File: config.mk
export PLATFORM = sky130hd
export DESIGN_NAME = icw_sequencer
export DESIGN_NICKNAME = d
export VERILOG_FILES = /design/src/rtl/icw_sequencer.sv
export SDC_FILE = /design/constraint.sdc
export NUM_CORES = 1
export LEC_CHECK = 0
export CORE_MARGIN = 1.5
export CORE_UTILIZATION = 40
export CTS_CLUSTER_SIZE = 14
export DETAILED_ROUTE_END_ITERATION = 16
export HOLD_SLACK_MARGIN = 0.12
export PLACE_DENSITY = 0.75
export SYNTH_ARGS = -nofsm -noshare
export SYNTH_HDL_FRONTEND = slang
export SYNTH_SLANG_ARGS = --single-unit
File: constraint.sdc
create_clock -name clk -period 2.96 [get_ports clk]
set_input_delay 0.444 -clock clk [delete_from_list [all_inputs] [get_ports clk]]
set_output_delay 0.444 -clock clk [all_outputs]
set_load 0.1 [all_outputs]
File: src/rtl/icw_sequencer.sv
// -----------------------------------------------------------------------------
// icw_sequencer
//
// Purpose:
//   Initialization-command-word sequencer for an 8259-style interrupt
//   controller. Tracks the ICW1..ICW4 write sequence, latches the
//   configuration fields of each word, and once the sequence completes
//   forwards every further (non-ICW1) write as an operation command word.
//   An ICW1 write restarts the sequence from any state.
//
// Ports:
//   clk          in   1  sole clock, rising edge
//   rst          in   1  asynchronous, active-high reset
//   wr           in   1  write strobe, one write per cycle sampled high
//   A0           in   1  address bit of the write
//   din          in   8  write data
//   ltim/adi/sngl/ic4       out 1  ICW1 D3/D2/D1/D0
//   vector_base             out 5  ICW2 D7..D3
//   cascade_cfg             out 8  raw ICW3 byte
//   upm/aeoi/ms/buf_mode/sfnm out 1 ICW4 D0..D4
//   init_done    out  1  high while the sequence is complete (READY)
//   ocw_wr       out  1  one-cycle pulse per OCW accepted in READY
//   ocw_a0       out  1  A0 of the last OCW
//   ocw_data     out  8  data of the last OCW
//   seq_err      out  1  one-cycle pulse on an out-of-sequence write
//
// All outputs are registered and change on the edge that samples wr.
// -----------------------------------------------------------------------------
module icw_sequencer (
    input  logic       clk,
    input  logic       rst,
    input  logic       wr,
    input  logic       A0,
    input  logic [7:0] din,
    output logic       ltim,
    output logic       adi,
    output logic       sngl,
    output logic       ic4,
    output logic [4:0] vector_base,
    output logic [7:0] cascade_cfg,
    output logic       upm,
    output logic       aeoi,
    output logic       ms,
    output logic       buf_mode,
    output logic       sfnm,
    output logic       init_done,
    output logic       ocw_wr,
    output logic       ocw_a0,
    output logic [7:0] ocw_data,
    output logic       seq_err
);

    typedef enum logic [2:0] {
        IDLE      = 3'd0,
        WAIT_ICW2 = 3'd1,
        WAIT_ICW3 = 3'd2,
        WAIT_ICW4 = 3'd3,
        READY     = 3'd4
    } state_t;

    state_t     r_state,     w_state_nxt;

    // ICW1 fields packed as {ltim, adi, sngl, ic4} = din[3:0]
    logic [3:0] r_icw1,      w_icw1_nxt;
    logic [4:0] r_vec,       w_vec_nxt;
    logic [7:0] r_cas,       w_cas_nxt;
    // ICW4 fields packed as {sfnm, buf_mode, ms, aeoi, upm} = din[4:0]
    logic [4:0] r_icw4,      w_icw4_nxt;
    logic       r_init_done, w_init_done_nxt;
    logic       r_ocw_wr,    w_ocw_wr_nxt;
    logic       r_ocw_a0,    w_ocw_a0_nxt;
    logic [7:0] r_ocw_data,  w_ocw_data_nxt;
    logic       r_seq_err,   w_seq_err_nxt;

    // ICW1 is recognised in every state, so it is decoded ahead of the
    // per-state handling and always takes priority.
    logic       w_is_icw1;
    assign w_is_icw1 = wr & ~A0 & din[4];

    // -------------------------------------------------------------------------
    // State and output registers
    // -------------------------------------------------------------------------
    always_ff @(posedge clk or posedge rst) begin
        if (rst) begin
            r_state     <= IDLE;
            r_icw1      <= '0;
            r_vec       <= '0;
            r_cas       <= '0;
            r_icw4      <= '0;
            r_init_done <= 1'b0;
            r_ocw_wr    <= 1'b0;
            r_ocw_a0    <= 1'b0;
            r_ocw_data  <= '0;
            r_seq_err   <= 1'b0;
        end else begin
            r_state     <= w_state_nxt;
            r_icw1      <= w_icw1_nxt;
            r_vec       <= w_vec_nxt;
            r_cas       <= w_cas_nxt;
            r_icw4      <= w_icw4_nxt;
            r_init_done <= w_init_done_nxt;
            r_ocw_wr    <= w_ocw_wr_nxt;
            r_ocw_a0    <= w_ocw_a0_nxt;
            r_ocw_data  <= w_ocw_data_nxt;
            r_seq_err   <= w_seq_err_nxt;
        end
    end

    // -------------------------------------------------------------------------
    // Next-state and next-output logic
    // -------------------------------------------------------------------------
    always_comb begin
        // Configuration holds and pulses drop unless a write says otherwise.
        w_state_nxt    = r_state;
        w_icw1_nxt     = r_icw1;
        w_vec_nxt      = r_vec;
        w_cas_nxt      = r_cas;
        w_icw4_nxt     = r_icw4;
        w_ocw_a0_nxt   = r_ocw_a0;
        w_ocw_data_nxt = r_ocw_data;
        w_ocw_wr_nxt   = 1'b0;
        w_seq_err_nxt  = 1'b0;

        if (w_is_icw1) begin
            // Restart: ICW4 fields return to defaults because a new sequence
            // may skip ICW4; ICW2/ICW3 contents are simply overwritten later.
            w_icw1_nxt  = din[3:0];
            w_icw4_nxt  = '0;
            w_state_nxt = WAIT_ICW2;
        end else if (wr) begin
            unique case (r_state)
                IDLE: begin
                    w_seq_err_nxt = 1'b1;
                end
                WAIT_ICW2: begin
                    if (A0) begin
                        w_vec_nxt = din[7:3];
                        // sngl = r_icw1[1], ic4 = r_icw1[0]
                        if (!r_icw1[1]) begin
                            w_state_nxt = WAIT_ICW3;
                        end else if (r_icw1[0]) begin
                            w_state_nxt = WAIT_ICW4;
                        end else begin
                            w_state_nxt = READY;
                        end
                    end else begin
                        w_seq_err_nxt = 1'b1;
                    end
                end
                WAIT_ICW3: begin
                    if (A0) begin
                        w_cas_nxt   = din;
                        w_state_nxt = r_icw1[0] ? WAIT_ICW4 : READY;
                    end else begin
                        w_seq_err_nxt = 1'b1;
                    end
                end
                WAIT_ICW4: begin
                    if (A0) begin
                        w_icw4_nxt  = din[4:0];
                        w_state_nxt = READY;
                    end else begin
                        w_seq_err_nxt = 1'b1;
                    end
                end
                READY: begin
                    w_ocw_wr_nxt   = 1'b1;
                    w_ocw_a0_nxt   = A0;
                    w_ocw_data_nxt = din;
                end
                default: begin
                    w_state_nxt = IDLE;
                end
            endcase
        end

        // Registered alongside the state so it is high exactly in READY.
        w_init_done_nxt = (w_state_nxt == READY);
    end

    // -------------------------------------------------------------------------
    // Output mapping
    // -------------------------------------------------------------------------
    assign ltim        = r_icw1[3];
    assign adi         = r_icw1[2];
    assign sngl        = r_icw1[1];
    assign ic4         = r_icw1[0];
    assign vector_base = r_vec;
    assign cascade_cfg = r_cas;
    assign upm         = r_icw4[0];
    assign aeoi        = r_icw4[1];
    assign ms          = r_icw4[2];
    assign buf_mode    = r_icw4[3];
    assign sfnm        = r_icw4[4];
    assign init_done   = r_init_done;
    assign ocw_wr      = r_ocw_wr;
    assign ocw_a0      = r_ocw_a0;
    assign ocw_data    = r_ocw_data;
    assign seq_err     = r_seq_err;

endmodule
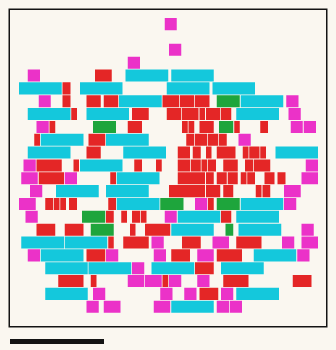
placement_by_type.png
The bar under the picture is 20 um long.
combinational and other logic -> red  # cells 91, share of their area 33%
clock drivers and dummy loads -> green  # cells 8, share of their area 4.6%
other buffers and delay cells -> magenta  # cells 47, share of their area 18%
flops -> cyan  # cells 37, share of their area 44%

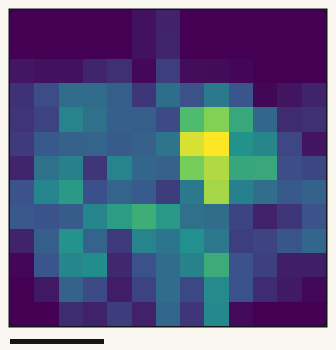
metal_density.png
The bar under the picture is 20 um long. The die is cut into 13 by 13 equal tiles; dark purple is low, yellow is high, scaled to the fullest tile. Values are wire area over tile area, all layers added.
tiles over half the peak = 10%
nearly empty tiles = 20%
densest ninth of the die = middle
via count: 1199
Detailed Route WL: 3650 um

==> Slide: Implementation Results <==
Key Metrics from the Run

Worst setup path
  • Startpoint types: input pin
  • Crit path DAT: 2200 ps
  • Crit-path max FO: 10
  • Worst r2r src: r_state[1]
  • CP Class: input pin to register
  • Reg-to-reg slack, setup: 1180 ps

Die
  • I/O pins: 46
  • Die Height: 66.9 um
  • Die width: 66.9 um

Finish
  • Gate Area: 633 sq um
  • Flop area: 926 sq um
  • Non-filler cells, final: 233

Routing
  • Routed vias/inst: 5.15
  • Final ANT Viol Nets: 0

Synth
  • Synth top cells by count: 37 x dfrtp_1, 12 x nand2_1, 9 x inv_1
  • Synthesized Nets: 145
  • Top cells by area: dfrtp_1 57%, mux2_4 7.4%, mux2_1 5.5%
  • Synth Area in Simple Gates: 0.139
  • EDFF count, synth: 0

Clock tree
  • Number of gates resized after CTS: 0

Place
  • Placed cells: 225
  • HPWL after DPL: 2720 um

Global routing
  • Met2 GRT Util: 0.293
  • First-pass GRT wire length: 5720 um
  • Layer carrying the most global-route usage: met2
  • GRT Util Overall: 0.176
  • Grt ovf: 0
  • GR Util met1: 0.215

Run status
  • Status: finished clean

Worst hold path
  • Worst Hold Class: register to register
  • Min-delay src: ocw_data[6]

STA
  • Tcrit/Tclk final: 0.687
per-layer routing:
metal / vias to the layer above / routed length [um]
li1: 560 / -
met1: 587 / 1520
met2: 45 / 1860
met3: 7 / 208
met4: 0 / 61
met5: - / 0
cell type report:
cell class	count	area share
multi-input combinational	79	0.295
clock inverter	2	0.00642
inverter	12	0.0210
timing repair buffer	47	0.177
tap	50	0.0292
clock buffer	6	0.0385
sequential	37	0.432
critical path, stage by stage:
cell and delay [ps]:
clkdlybuf4s50_1 680, nand2_4 140, or4_1 690, nand3_2 170
o21ai_2 60
